`src/rtl/benes_pkg.sv`:
```
// rtl/benes_pkg.sv - shared sizes, state encoding and helpers for the 8-port Benes looping router
package benes_pkg;

    localparam int N     = 8;
    localparam int LOG_N = 3;
    localparam int NSW   = 4;

    typedef enum logic [1:0] {
        IDLE = 2'd0,
        INV  = 2'd1,
        WALK = 2'd2,
        DONE = 2'd3
    } state_e;

    // Index of the lowest switch whose flag is still clear; 0 when all are set.
    function automatic logic [1:0] lowest_unset(input logic [NSW-1:0] set_flags);
        lowest_unset = '0;
        for (int s = NSW - 1; s >= 0; s--) begin
            if (!set_flags[s]) lowest_unset = s[1:0];
        end
    endfunction

endpackage

```
`src/rtl/benes_inv.sv`:
```
// rtl/benes_inv.sv - inverse permutation table with duplicate-destination detection
module benes_inv
    import benes_pkg::*;
(
    input  logic             clk,      // rising-edge clock
    input  logic             rst,      // synchronous active-high reset
    input  logic             clr,      // clear table, written flags and duplicate flag
    input  logic             wr_en,    // write inv[wr_addr] = wr_data
    input  logic [LOG_N-1:0] wr_addr,  // output port being claimed
    input  logic [LOG_N-1:0] wr_data,  // input index claiming it
    input  logic [LOG_N-1:0] rd_addr,  // output port to look up
    output logic [LOG_N-1:0] rd_data,  // input index that reaches rd_addr
    output logic             dup       // duplicate seen so far, including this cycle's write
);

    logic [N-1:0][LOG_N-1:0] inv_q, inv_d;
    logic [N-1:0]            wr_q, wr_d;
    logic                    dup_q, dup_d;

    always_comb begin
        inv_d = inv_q;
        wr_d  = wr_q;
        dup_d = dup_q;
        if (clr) begin
            inv_d = '0;
            wr_d  = '0;
            dup_d = 1'b0;
        end else if (wr_en) begin
            inv_d[wr_addr] = wr_data;
            wr_d[wr_addr]  = 1'b1;
            if (wr_q[wr_addr]) dup_d = 1'b1;
        end
    end

    // Exposes the next-state value so the last INV cycle can act on its own duplicate.
    assign dup     = dup_d;
    assign rd_data = inv_q[rd_addr];

    always_ff @(posedge clk) begin
        if (rst) begin
            inv_q <= '0;
            wr_q  <= '0;
            dup_q <= 1'b0;
        end else begin
            inv_q <= inv_d;
            wr_q  <= wr_d;
            dup_q <= dup_d;
        end
    end

endmodule

```
`src/rtl/benes_loop_router.sv`:
```
// rtl/benes_loop_router.sv - looping-algorithm switch setter for the outer stages of an 8-port Benes network
module benes_loop_router
    import benes_pkg::*;
(
    input  logic        clk,      // rising-edge clock
    input  logic        rst,      // synchronous active-high reset
    input  logic        start,    // request pulse, honoured only in IDLE
    input  logic [23:0] dst,      // dst[3i+2:3i] = output port for input i
    output logic        busy,     // INV, WALK or DONE
    output logic        done,     // one-cycle completion pulse
    output logic        err,      // dst was not a permutation
    output logic [3:0]  in_sw,    // first-stage switches, 1 = crossed
    output logic [3:0]  out_sw,   // last-stage switches, 1 = upper feeds odd output
    output logic [7:0]  up_perm,  // upper 4x4 sub-permutation, 2 bits per input
    output logic [7:0]  lo_perm   // lower 4x4 sub-permutation, 2 bits per input
);

    state_e                  state_q, state_d;
    logic [N-1:0][LOG_N-1:0] dst_q, dst_d;
    logic [LOG_N-1:0]        cnt_q, cnt_d;
    logic [LOG_N-1:0]        a_q, a_d;
    logic [1:0]              loop_q, loop_d;
    logic [NSW-1:0]          set_q, set_d;
    logic [NSW-1:0]          in_sw_q, in_sw_d;
    logic [NSW-1:0]          out_sw_q, out_sw_d;
    logic [NSW-1:0][1:0]     up_q, up_d;
    logic [NSW-1:0][1:0]     lo_q, lo_d;
    logic                    err_q, err_d;

    logic                    inv_clr;
    logic                    inv_wr;
    logic                    inv_dup;
    logic [LOG_N-1:0]        inv_wr_addr;
    logic [LOG_N-1:0]        o;
    logic [LOG_N-1:0]        b;
    logic [NSW-1:0]          set_nx;
    logic [1:0]              ls;

    assign o           = dst_q[a_q];
    assign inv_wr      = (state_q == INV);
    assign inv_wr_addr = dst_q[cnt_q];

    // b is the input that must reach o's switch partner, so it rides the lower subnet.
    benes_inv u_inv (
        .clk     (clk),
        .rst     (rst),
        .clr     (inv_clr),
        .wr_en   (inv_wr),
        .wr_addr (inv_wr_addr),
        .wr_data (cnt_q),
        .rd_addr (o ^ 3'd1),
        .rd_data (b),
        .dup     (inv_dup)
    );

    always_comb begin
        state_d  = state_q;
        dst_d    = dst_q;
        cnt_d    = cnt_q;
        a_d      = a_q;
        loop_d   = loop_q;
        set_d    = set_q;
        in_sw_d  = in_sw_q;
        out_sw_d = out_sw_q;
        up_d     = up_q;
        lo_d     = lo_q;
        err_d    = err_q;
        inv_clr  = 1'b0;
        set_nx   = set_q;
        ls       = '0;

        case (state_q)
            IDLE: begin
                if (start) begin
                    dst_d    = dst;
                    cnt_d    = '0;
                    a_d      = '0;
                    loop_d   = '0;
                    set_d    = '0;
                    in_sw_d  = '0;
                    out_sw_d = '0;
                    up_d     = '0;
                    lo_d     = '0;
                    err_d    = 1'b0;
                    inv_clr  = 1'b1;
                    state_d  = INV;
                end
            end
            INV: begin
                cnt_d = cnt_q + 3'd1;
                if (cnt_q == 3'(N - 1)) begin
                    cnt_d = '0;
                    if (inv_dup) begin
                        err_d   = 1'b1;
                        state_d = DONE;
                    end else begin
                        // Walk begins on input 0 with switch 0 straight.
                        set_d[0] = 1'b1;
                        state_d  = WALK;
                    end
                end
            end
            WALK: begin
                out_sw_d[o[2:1]] = o[0];
                in_sw_d[b[2:1]]  = ~b[0];
                up_d[a_q[2:1]]   = o[2:1];
                lo_d[b[2:1]]     = o[2:1];
                set_nx           = set_q | (4'b0001 << b[2:1]);
                set_d            = set_nx;
                if (b[2:1] == loop_q) begin
                    // Loop closed: open a new one on the lowest free switch, set straight.
                    ls     = lowest_unset(set_nx);
                    a_d    = {ls, 1'b0};
                    loop_d = ls;
                    if (!(&set_nx)) begin
                        in_sw_d[ls] = 1'b0;
                        set_d[ls]   = 1'b1;
                    end
                end else begin
                    a_d = b ^ 3'd1;
                end
                cnt_d = cnt_q + 3'd1;
                if (cnt_q[1:0] == 2'd3) begin
                    cnt_d   = '0;
                    state_d = DONE;
                end
            end
            DONE: begin
                state_d = IDLE;
            end
            default: begin
                state_d = IDLE;
            end
        endcase
    end

    always_ff @(posedge clk) begin
        if (rst) begin
            state_q  <= IDLE;
            dst_q    <= '0;
            cnt_q    <= '0;
            a_q      <= '0;
            loop_q   <= '0;
            set_q    <= '0;
            in_sw_q  <= '0;
            out_sw_q <= '0;
            up_q     <= '0;
            lo_q     <= '0;
            err_q    <= 1'b0;
        end else begin
            state_q  <= state_d;
            dst_q    <= dst_d;
            cnt_q    <= cnt_d;
            a_q      <= a_d;
            loop_q   <= loop_d;
            set_q    <= set_d;
            in_sw_q  <= in_sw_d;
            out_sw_q <= out_sw_d;
            up_q     <= up_d;
            lo_q     <= lo_d;
            err_q    <= err_d;
        end
    end

    assign busy    = (state_q != IDLE);
    assign done    = (state_q == DONE);
    assign err     = err_q;
    assign in_sw   = in_sw_q;
    assign out_sw  = out_sw_q;
    assign up_perm = up_q;
    assign lo_perm = lo_q;

endmodule

```
`config.mk`:
```
export PLATFORM = sky130hd
export DESIGN_NAME = benes_loop_router
export DESIGN_NICKNAME = d
export VERILOG_FILES = /design/src/rtl/benes_pkg.sv /design/src/rtl/benes_inv.sv /design/src/rtl/benes_loop_router.sv
export SDC_FILE = /design/constraint.sdc
export NUM_CORES = 1
export LEC_CHECK = 0
export ABC_AREA = 1
export CORE_MARGIN = 3
export CORE_UTILIZATION = 51
export CTS_BUF_LIST = sky130_fd_sc_hd__clkbuf_16
export DETAILED_ROUTE_END_ITERATION = 8
export PLACE_DENSITY = 0.78
export SLEW_MARGIN = 20
export SYNTH_ARGS = -nofsm -noshare
export SYNTH_HDL_FRONTEND = slang
export SYNTH_HIERARCHICAL = 1
export SYNTH_SLANG_ARGS = --single-unit
```
`constraint.sdc`:
```
create_clock -name clk -period 2.3 [get_ports clk]
set_input_delay 0.46 -clock clk [delete_from_list [all_inputs] [get_ports clk]]
set_output_delay 0.46 -clock clk [all_outputs]
set_load 0.05 [all_outputs]
```
Figure 1. PDN straps and rails (run 1).
Pins as bars on the die edge. Tap cells in gray.
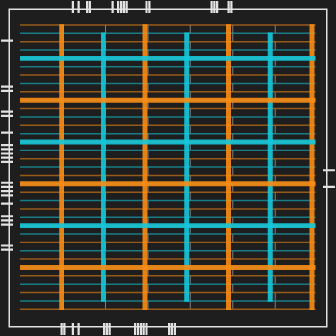
VDD: shown in cyan. VSS: shown in orange.
7 straps on met4. 6 straps on met5. The core has 34 rows.

Figure 2. Routing congestion (run 1).
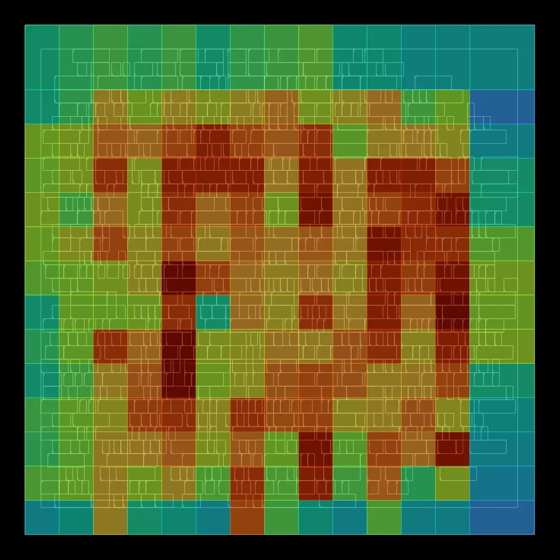
Avg WL per Cell: 16.3 um
met1 Use GR: 0.331

==> results.toml, run 1 <==
# generated from flow reports
[outcome]
outcome = "complete, but fails checks"
violations = "negative setup slack"

[power]
switching_share = 0.485
clock_power_share = 0.126
pwr-share-comb = 0.699
leakage_nw = 2.71
sequentialPowerShare = 0.175
power.switching_mw = 6.05
internal-power_mw = 6.43
peakVddDrop_v = 0.00145
powerDensity_nw_per_um2 = 1820

[logic_synthesis]
synth-main-ff-cell = "dfxtp_1"
synthAdderAreaFrac = 0.0210
ys_cells = 702
syn_area_um2 = 4780
synthArstFlopShare = 0
synthXorXnorAreaFrac = 0.00367
edf_count = 0
common_cells = "nand2_1, dfxtp_1, a21oi_1"
yosys_warnings = 6
ys_types = 37
topCellsByArea = "dfxtp_1, nand2_1, a21oi_1"
synthCells = 702
top_area_frac = 0.402
ys_sh_mux = 0
ys_chip_area_um2 = 4780
floorplan.nets = 737
compound_area_frac = 0.196
avgSynthCellArea_um2 = 6.80
synth.most_common_cell = "nand2_1"
synth-simple-area-share = 0.280
top_area_cell = "dfxtp_1"
netlist_logic_family_top = "simple AND/OR/NAND/NOR gates"
ys_seq_share = 0.402
ys.flops = 96

[cells_and_area]
largest_registers = "dst_q x24, u_inv/inv_q x24"
drive_above_1_share = 0.302
antenna_cells = 0
fillers = 620
lay_top_count = "nand2_1"
fin_util = 0.770
lay_top_cells = "nand2_1, dfxtp_1, a21oi_1"
area_growth_pct = 43.4
nets = 852

[floorplanning]
coreArea_um2 = 8890
die_h_um = 103
die_area_um2 = 10600
die_x_um = 103
ios = 54
fp_util = 0.537
rows = 34

[detailed_routing]
dr.pass1.iters = 5
initialDrtViolationCount = 362
drcViolationCount = 0
routed_wl_mm = 15.1
avgViaCountPerCell = 5.58
num_vias = 5189
final_antenna_net_count = 0

[sta]
clock_skew_ps = 7.80
slew_headroom = 0.658
finalSetupTns_ps = -2120
timing.fmax_mhz = 400
finalSetupViolCount = 16
setup_ws_ps = -201
period_minus_slack_ps = 2500
slew_viol_final = 0
rsz0062_at_grt = "yes"
finalHoldViolations = 0
worstMarginPinSlew_ps = 511
fin_crit_sh = 1.09

[clock_network]
cts_tree = "done"
clk_pin_slew_ps = 70
clock_latency_ps = 340
htreeDepth = 3
clock_sinks = 96
ctsResizeCount = 57
cts_hold_buf = 0
cts_buffers = 9
clock_tree.buffer_depth = 2
cts_setup_buffers = 8
cts_root_buffer = "clkbuf_16"

[placement]
dp_hpwl_mm = 9.84
port_buffers = 53
place.gp.congestion = 0.919

[hold_path]
min_path_type = "register to register"

[job]
maxCapViolations = 0
tool_warnings = 33

[critical_path]
rrSetupSlack_ps = -200
critPathMaxStageDelay_ps = 400
cp_top_family = "simple AND/OR/NAND/NOR gates"
cp.arrival_ps = 2730
crit_path_cell_trace = "inv_4 -> buf_6 -> nand2_2 -> nand2_1 -> nand2_2 -> nand2_4 -> inv_8 -> nand2_8 -> nor2_4 -> o21ai_2 -> o21ai_1 -> nand2_1 -> nand2_4 -> nor2_4 -> nor2_4 -> nor2_2 -> nand2_1 -> nor2_2 -> buf_4 -> nor2_4 -> nor2_1"
endpoint_kind = "register"
crit_fanout = 8
cp_common_cell = "nor2_4"
cp_slowest_cell = "dfxtp_4"
start_kind = "register"
crit_type = "register to register"
path_buffers = 4
worstPathRequired_ps = 2530

[global_route]
antenna_found_initial = 0
grt_use_total = 0.273
overflow = 0
grt_pass1_wl_mm = 22.9
grt_pass1_vias = 5033
grt_max_degree = 40
Figure 3. Placement by cell class (run 1).
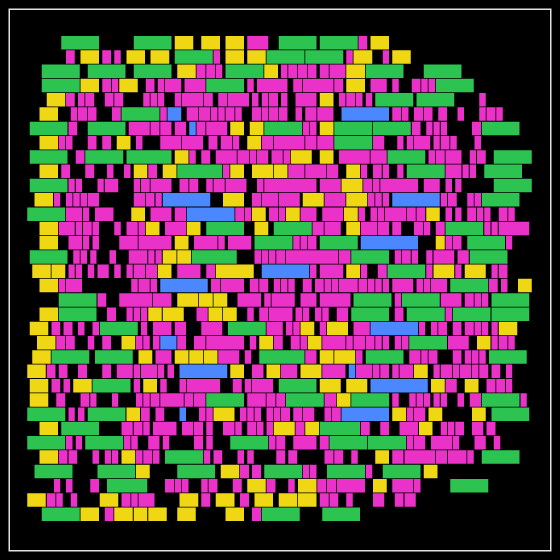
flops: shown in green, cells 96. other buffers and delay cells: shown in yellow, cells 134. combinational and other logic: shown in magenta, cells 576. clock drivers and dummy loads: shown in blue, cells 16.

-- run 1: cell type report --
class / count / area, um2 / share of cell area
multi-input cells: 496 / 2920 / 0.426
flip-flops and latches: 96 / 1940 / 0.283
repair buffers: 134 / 1210 / 0.176
inverters: 80 / 338 / 0.0493
clock buffers: 9 / 225 / 0.0329
well taps: 108 / 135 / 0.0197
clock inverters: 7 / 87.6 / 0.0128
-- run 1: power by group through the flow --
| stage | Clock (mW) | Combinational [mW] | Sequential [mW] |
|---|---|---|---|
| CTS | 1.59 | 6.64 | 2.15 |
| detailed placement | 0 | 5.64 | 2.15 |
| global route | 1.66 | 9.31 | 2.21 |
| global placement | 0 | 5.52 | 2.14 |
| finish | 1.57 | 8.72 | 2.19 |
| floorplan | 0 | 3.50 | 2.28 |
-- run 1: worst paths after layout --
path,cells past startpoint,from,end
hold / removal,2,lo_perm[0]$_SDFFE_PP0P_,lo_perm[0]$_SDFFE_PP0P_
setup reg to reg,21,a_q[0]$_SDFFE_PP0P_,loop_q[1]$_SDFFE_PP0P_
hold reg to reg,2,lo_perm[0]$_SDFFE_PP0P_,lo_perm[0]$_SDFFE_PP0P_
setup / recovery,21,a_q[0]$_SDFFE_PP0P_,loop_q[1]$_SDFFE_PP0P_
-- run 1: per-stage QoR --
stage | power, mW | area (um2) | hold slack (ps) | std cells | worst slack (ps)
CTS | 10.4 | 6360 | 464 | 920 | -58.7
finish | 12.5 | 6850 | 458 | 930 | -201
detailed placement | 7.80 | 5800 | 452 | 894 | -265
global placement | 7.67 | 5800 | 444 | 894 | -198
global route | 13.2 | 6850 | 480 | 930 | -366
floorplan | 5.78 | 4820 | 435 | 702 | 0.199
-- run 1: per-layer routing --
layer  wire length, um  global-route usage
met1              6270               0.331
met2              7570               0.480
met3               852              0.0406
met4               441               0.118
met5                 0                   0
==> run 2, diff against run 1 <==
--- a/config.mk
+++ b/config.mk
@@ -9,6 +9,7 @@
 export CORE_MARGIN = 3
 export CORE_UTILIZATION = 51
 export CTS_BUF_LIST = sky130_fd_sc_hd__clkbuf_16
+export CTS_CLUSTER_SIZE = 40
 export DETAILED_ROUTE_END_ITERATION = 8
 export PLACE_DENSITY = 0.78
 export SLEW_MARGIN = 20
==> run 2 against run 1 <==
Effect of this change: the flow still finishes with violations (negative setup slack); worst hold slack unchanged; global-route usage is the same; sequential power is essentially flat; register-to-register slack about the same; critical path type unchanged; largest cell class unchanged; highest routed layer unchanged.
==> results.toml, run 2 <==
# generated from flow reports
[floorplanning]
die_area_um2 = 10600
coreArea_um2 = 8890
rows = 34
ios = 54
die_x_um = 103
die_h_um = 103
fp_util = 0.537

[critical_path]
start_kind = "register"
cp_top_family = "simple AND/OR/NAND/NOR gates"
cp_common_cell = "nor2_4"
crit_type = "register to register"
r2r_cells = 21
path_buffers = 4
worstPathRequired_ps = 2530
critPathMaxStageDelay_ps = 400
crit_path_cell_trace = "inv_4 -> buf_6 -> nand2_2 -> nand2_1 -> nand2_2 -> nand2_4 -> inv_8 -> nand2_8 -> nor2_4 -> o21ai_2 -> o21ai_1 -> nand2_1 -> nand2_4 -> nor2_4 -> nor2_4 -> nor2_2 -> nand2_1 -> nor2_2 -> buf_4 -> nor2_4 -> nor2_1"
endpoint_kind = "register"
cp.arrival_ps = 2730
cp_slowest_cell = "dfxtp_4"
crit_fanout = 8
cp_num_cells = 21

[logic_synthesis]
ys_cells = 702
ys_types = 37
synthArstFlopShare = 0
edf_count = 0
ys_seq_share = 0.402
syn_area_um2 = 4780
top_area_cell = "dfxtp_1"
common_cells = "nand2_1, dfxtp_1, a21oi_1"
ys.flops = 96
yosys_warnings = 6
ys_chip_area_um2 = 4780
top_area_frac = 0.402
synth-main-ff-cell = "dfxtp_1"
floorplan.nets = 737
avgSynthCellArea_um2 = 6.80
synthCells = 702
synth.most_common_cell = "nand2_1"
topCellsByArea = "dfxtp_1, nand2_1, a21oi_1"

[sta]
fin_crit_sh = 1.09
setup_ws_ps = -201
timing.fmax_mhz = 400
finalSetupViolCount = 16
clock_skew_ps = 7.80
finalSetupTns_ps = -2120
slew_headroom = 0.658
period_minus_slack_ps = 2500
rsz0062_at_grt = "yes"
slew_viol_final = 0
worstMarginPinSlew_ps = 511
finalHoldViolations = 0

[clock_network]
clock_tree.buffer_depth = 2
cts_setup_buffers = 8
cts_buffers = 9
clk_pin_slew_ps = 70
cts_tree = "done"
clock_latency_ps = 340
cts_hold_buf = 0
cts_root_buffer = "clkbuf_16"
htreeDepth = 3
ctsResizeCount = 57
clock_sinks = 96

[cells_and_area]
fin_util = 0.770
antenna_cells = 0
area_growth_pct = 43.4
instances_no_fill = 930
nets = 852
fillers = 620
largest_registers = "dst_q x24, u_inv/inv_q x24"
lay_top_cells = "nand2_1, dfxtp_1, a21oi_1"
drive_above_1_share = 0.302
final_cell_area_um2 = 6850
lay_top_count = "nand2_1"

[power]
leakage_nw = 2.71
peakVddDrop_v = 0.00145
power_mw = 12.5
powerDensity_nw_per_um2 = 1820

[detailed_routing]
routed_wl_mm = 15.1
drcViolationCount = 0
final_antenna_net_count = 0
dr.pass1.iters = 5
avgViaCountPerCell = 5.58
num_vias = 5189
initialDrtViolationCount = 362
avgRoutedWirePerCell_um = 16.3

[placement]
place.gp.congestion = 0.919
dp_cells = 894
port_buffers = 53
placed_cell_area_um2 = 5800

[global_route]
grt_pass1_wl_mm = 22.9
grt_use_total = 0.273
grt_max_degree = 40
antenna_found_initial = 0
overflow = 0
grt_pass1_vias = 5033

[job]
tool_warnings = 33
maxCapViolations = 0

[outcome]
outcome = "complete, but fails checks"
violations = "negative setup slack"

[hold_path]
min_path_type = "register to register"
## run 2: cell counts in the layout (fill, tap and decap cells not counted)
Identical to the previous run, type by type.
## run 2: per-layer routing
layer | vias up | wire length [um] | GRT usage
met2 | 197 | 7570 | 0.480
met1 | 2456 | 6270 | 0.331
met4 | 0 | 441 | 0.118
met5 | - | 0 | 0
li1 | 2499 | - | -
met3 | 37 | 852 | 0.0406
## run 2: per-stage QoR
step	setup WS, ps	hold WS [ps]
detailed placement	-265	452
floorplan	0.199	435
global route	-366	480
CTS	-58.7	464
finish	-201	458
global placement	-198	444
## run 2: cell type report
type,instances,area (um2),area share
Clock buffer,9,225,0.0329
Sequential cell,96,1940,0.283
Tap cell,108,135,0.0197
Clock inverter,7,87.6,0.0128
Inverter,80,338,0.0493
Timing Repair Buffer,134,1210,0.176
Multi-Input combinational cell,496,2920,0.426
## run 2: final timing paths
| kind | slack [ps] | start | endpoint |
|---|---|---|---|
| worst max register to register | -200 | a_q[0]$_SDFFE_PP0P_ | loop_q[1]$_SDFFE_PP0P_ |
| worst max-delay path | -200 | a_q[0]$_SDFFE_PP0P_ | loop_q[1]$_SDFFE_PP0P_ |
| worst min-delay path | 460 | lo_perm[0]$_SDFFE_PP0P_ | lo_perm[0]$_SDFFE_PP0P_ |
| worst min register to register | 460 | lo_perm[0]$_SDFFE_PP0P_ | lo_perm[0]$_SDFFE_PP0P_ |
## run 2: report_power, final
group | switching, mW | internal [mW]
logic | 5.17 | 3.54
registers | 0.249 | 1.94
clock network | 0.631 | 0.944
## run 2: logic make-up (layout without fill, tap and decap cells)
family,count (synthesis),after routing,share of synthesized area
adders and majority gates,8,8,0.0210
and+or+nand+nor,305,306,0.280
xor gates and xnor gates,2,2,0.00367
DFF,96,96,0.402
AOI/OAI and AO/OA,180,180,0.196
buffers and inverters,111,230,0.0969
Figure 4. PDN straps and rails (run 2).
Pins as bars on the die edge. Tap cells in gray.
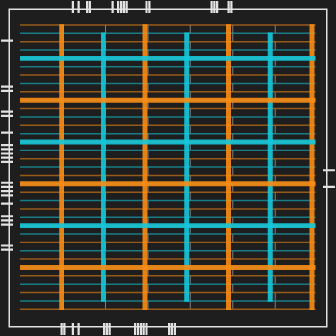
VSS: shown in orange. VDD: shown in cyan.
7 straps on met4. 108 tap cells.

Figure 5. Routed metal, one color a layer (run 2).
The bar under the picture is 20 um long.
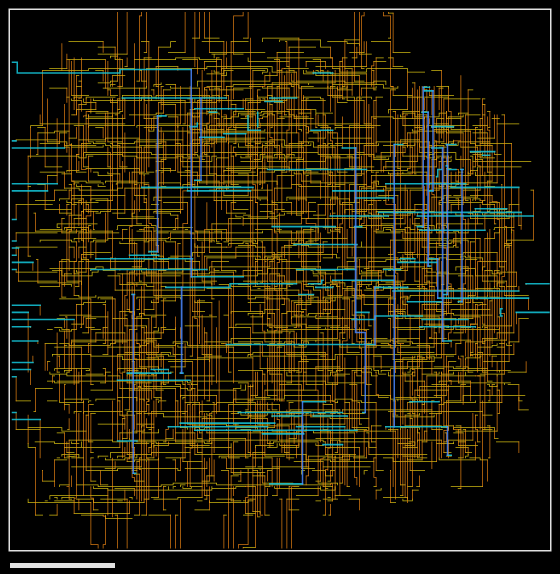
metal 2: shown in orange, wire length 7570 um. metal 3: shown in cyan, wire length 852 um. metal 4: shown in blue, wire length 442 um. metal 1: shown in yellow, wire length 6270 um.

==> run 3, diff against run 2 <==
==> constraint.sdc (replaced) <==
create_clock -name clk -period 2.3 [get_ports clk]
set_input_delay 0.345 -clock clk [delete_from_list [all_inputs] [get_ports clk]]
set_output_delay 0.345 -clock clk [all_outputs]
set_load 0.05 [all_outputs]
==> run 3 against run 2 <==
Effect of this change: clock-buffer cell count is the same; first-iteration DRC count down 3.0%; critical endpoint is now in_sw[3]$_SDFFE_PP0P_; combinational power is 14% lower; the flow still finishes with violations (negative setup slack); utilization shrank 3.5 points; global-route usage fell by 0.77 points; cell count is 0.54% lower.
==> results.toml, run 3 <==
# generated from flow reports
[outcome]
outcome = "complete, but fails checks"
violations = "negative setup slack"

[sta]
finalHoldViolations = 0
setup_ws_ps = -178
finalSetupViolCount = 16
timing.fmax_mhz = 404
finalSetupTns_ps = -1700
clock_skew_ps = 10.1
slew_viol_final = 0
fin_crit_sh = 1.08

[detailed_routing]
num_vias = 5055
final_antenna_net_count = 0
dr.pass1.iters = 6
avgViaCountPerCell = 5.46
wl_met3_um = 777
wl_met1_mm = 5.92
routed_wl_mm = 14.1
routed.top_layer = "met4"
drcViolationCount = 0

[floorplanning]
rows = 34
die_area_um2 = 10600
fp_util = 0.537
coreArea_um2 = 8890
die_h_um = 103
die_x_um = 103
ios = 54

[cells_and_area]
antenna_cells = 0
drive_above_1_share = 0.256
nets = 847
instances_no_fill = 925
fillers = 691
largest_registers = "dst_q x24, u_inv/inv_q x24"
fin_util = 0.736
lay_top_cells = "nand2_1, dfxtp_1, a21oi_1"
area_growth_pct = 37.0
lay_top_count = "nand2_1"

[clock_network]
cts_hold_buf = 0
cts_setup_buffers = 10
clk_pin_slew_ps = 70
clock_latency_ps = 340
cts_buffers = 9
clock_tree.buffer_depth = 2
htreeDepth = 3

[logic_synthesis]
floorplan.nets = 737
ys_chip_area_um2 = 4780
topCellsByArea = "dfxtp_1, nand2_1, a21oi_1"
synth.most_common_cell = "nand2_1"
ys_seq_share = 0.402
ys.flops = 96
common_cells = "nand2_1, dfxtp_1, a21oi_1"
edf_count = 0
synthCells = 702
synthArstFlopShare = 0
avgSynthCellArea_um2 = 6.80
top_area_frac = 0.402
yosys_warnings = 6
syn_area_um2 = 4780
top_area_cell = "dfxtp_1"

[power]
switching_share = 0.470
internal-power_mw = 5.97
pwr-share-comb = 0.666
peakVddDrop_v = 0.00121
seq-power_mw = 2.18
power.switching_mw = 5.30
clock_power_share = 0.140
clock_net_power_mw = 1.58
top_power_group = "combinational cells"
comb_power_mw = 7.51
sequentialPowerShare = 0.194

[global_route]
grt_max_degree = 40
antenna_found_initial = 0
overflow = 0
grt_pass1_wl_mm = 22.3
grt_use_total = 0.265

[placement]
port_buffers = 53
place_ws_ps = -279
place.gp.congestion = 0.938

[critical_path]
cp_slowest_cell = "dfxtp_4"
cp_common_cell = "nand2_2"
crit_type = "register to register"
cp_top_family = "simple AND/OR/NAND/NOR gates"
critPathMaxStageDelay_ps = 410
r2r-start = "a_q[0]$_SDFFE_PP0P_"
crit_path_cell_trace = "inv_6 -> buf_6 -> nand2_2 -> nand2_2 -> nand2_2 -> nand2_2 -> inv_4 -> nand2_8 -> nor2_1 -> o21ai_1 -> o21ai_1 -> nand2_1 -> nand2_4 -> xnor2_2 -> nand2_2 -> buf_6 -> nor3_4 -> nand3_1 -> nand3_2 -> a21oi_2"
start_kind = "register"
cp.arrival_ps = 2700
crit_path_start = "a_q[0]$_SDFFE_PP0P_"

[job]
maxCapViolations = 0
tool_warnings = 33

[hold_path]
min_path_type = "register to register"
min-delay-start = "u_inv/dup_q$_SDFF_PP0_"
## run 3: worst paths after layout
check                                 to  slack (ps)  depth (start not counted)
setup reg to reg   in_sw[3]$_SDFFE_PP0P_        -180                         20
hold reg to reg   u_inv/dup_q$_SDFF_PP0_         460                          2
hold / removal    u_inv/dup_q$_SDFF_PP0_         460                          2
setup / recovery   in_sw[3]$_SDFFE_PP0P_        -180                         20
## run 3: routing by layer
metal	track usage	vias to the layer above
met2	0.456	189
met5	0	-
li1	-	2481
met1	0.329	2342
met4	0.123	0
met3	0.0359	43
## run 3: metrics by stage
| step | power (mW) | instance area, um2 | hold WS [ps] |
|---|---|---|---|
| CTS | 10.5 | 6320 | 461 |
| finish | 11.3 | 6540 | 462 |
| global placement | 7.63 | 5780 | 445 |
| floorplan | 5.78 | 4820 | 435 |
| detailed placement | 7.74 | 5780 | 451 |
| global route | 12.0 | 6540 | 481 |
## run 3: cells by family (layout without fill, tap and decap cells)
family / Yosys count / after routing / synth area share
adder cells (fa/ha/maj): 8 / 8 / 0.0210
XOR/XNOR: 2 / 2 / 0.00367
flip-flops: 96 / 96 / 0.402
AND/OR/NAND/NOR: 305 / 306 / 0.280
AND-OR/OR-AND: 180 / 180 / 0.196
buffers and inverters: 111 / 225 / 0.0969
## run 3: final cells by class
| class | instances | area [um2] | share of cell area |
|---|---|---|---|
| repair buffers | 129 | 1140 | 0.174 |
| inverters | 80 | 325 | 0.0497 |
| multi-input cells | 496 | 2690 | 0.411 |
| well taps | 108 | 135 | 0.0207 |
| clock buffers | 9 | 225 | 0.0344 |
| clock inverters | 7 | 87.6 | 0.0134 |
| flip-flops and latches | 96 | 1940 | 0.296 |
Figure 6. Clock wires, drivers and flops (run 3).
The bar under the picture is 20 um long.
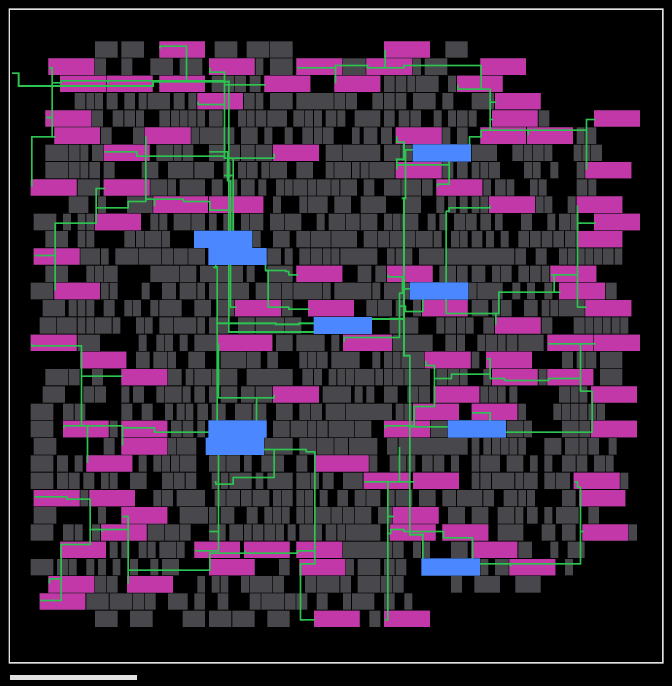
flip-flops: shown in magenta, count 96. clock wires: shown in green, length 1140 um. clock drivers: shown in blue, count 9.
Position of the flops: spread over the die.

Figure 7. Placement by cell class (run 3).
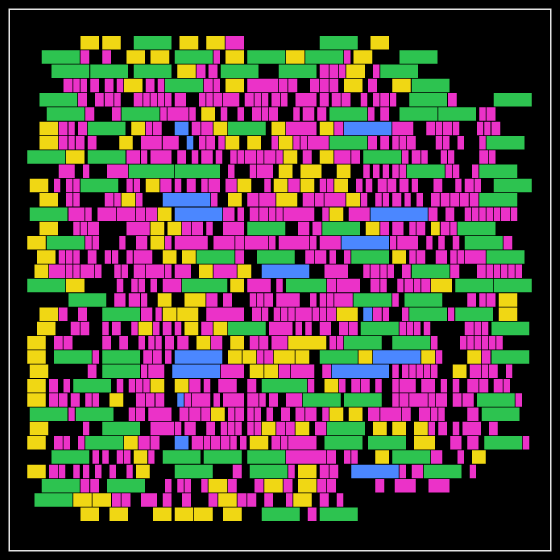
clock drivers and dummy loads: shown in blue, cells 16. combinational and other logic: shown in magenta, cells 576. other buffers and delay cells: shown in yellow, cells 129. flops: shown in green, cells 96.

No activity file was given, so power comes from the tool's default toggle rates.
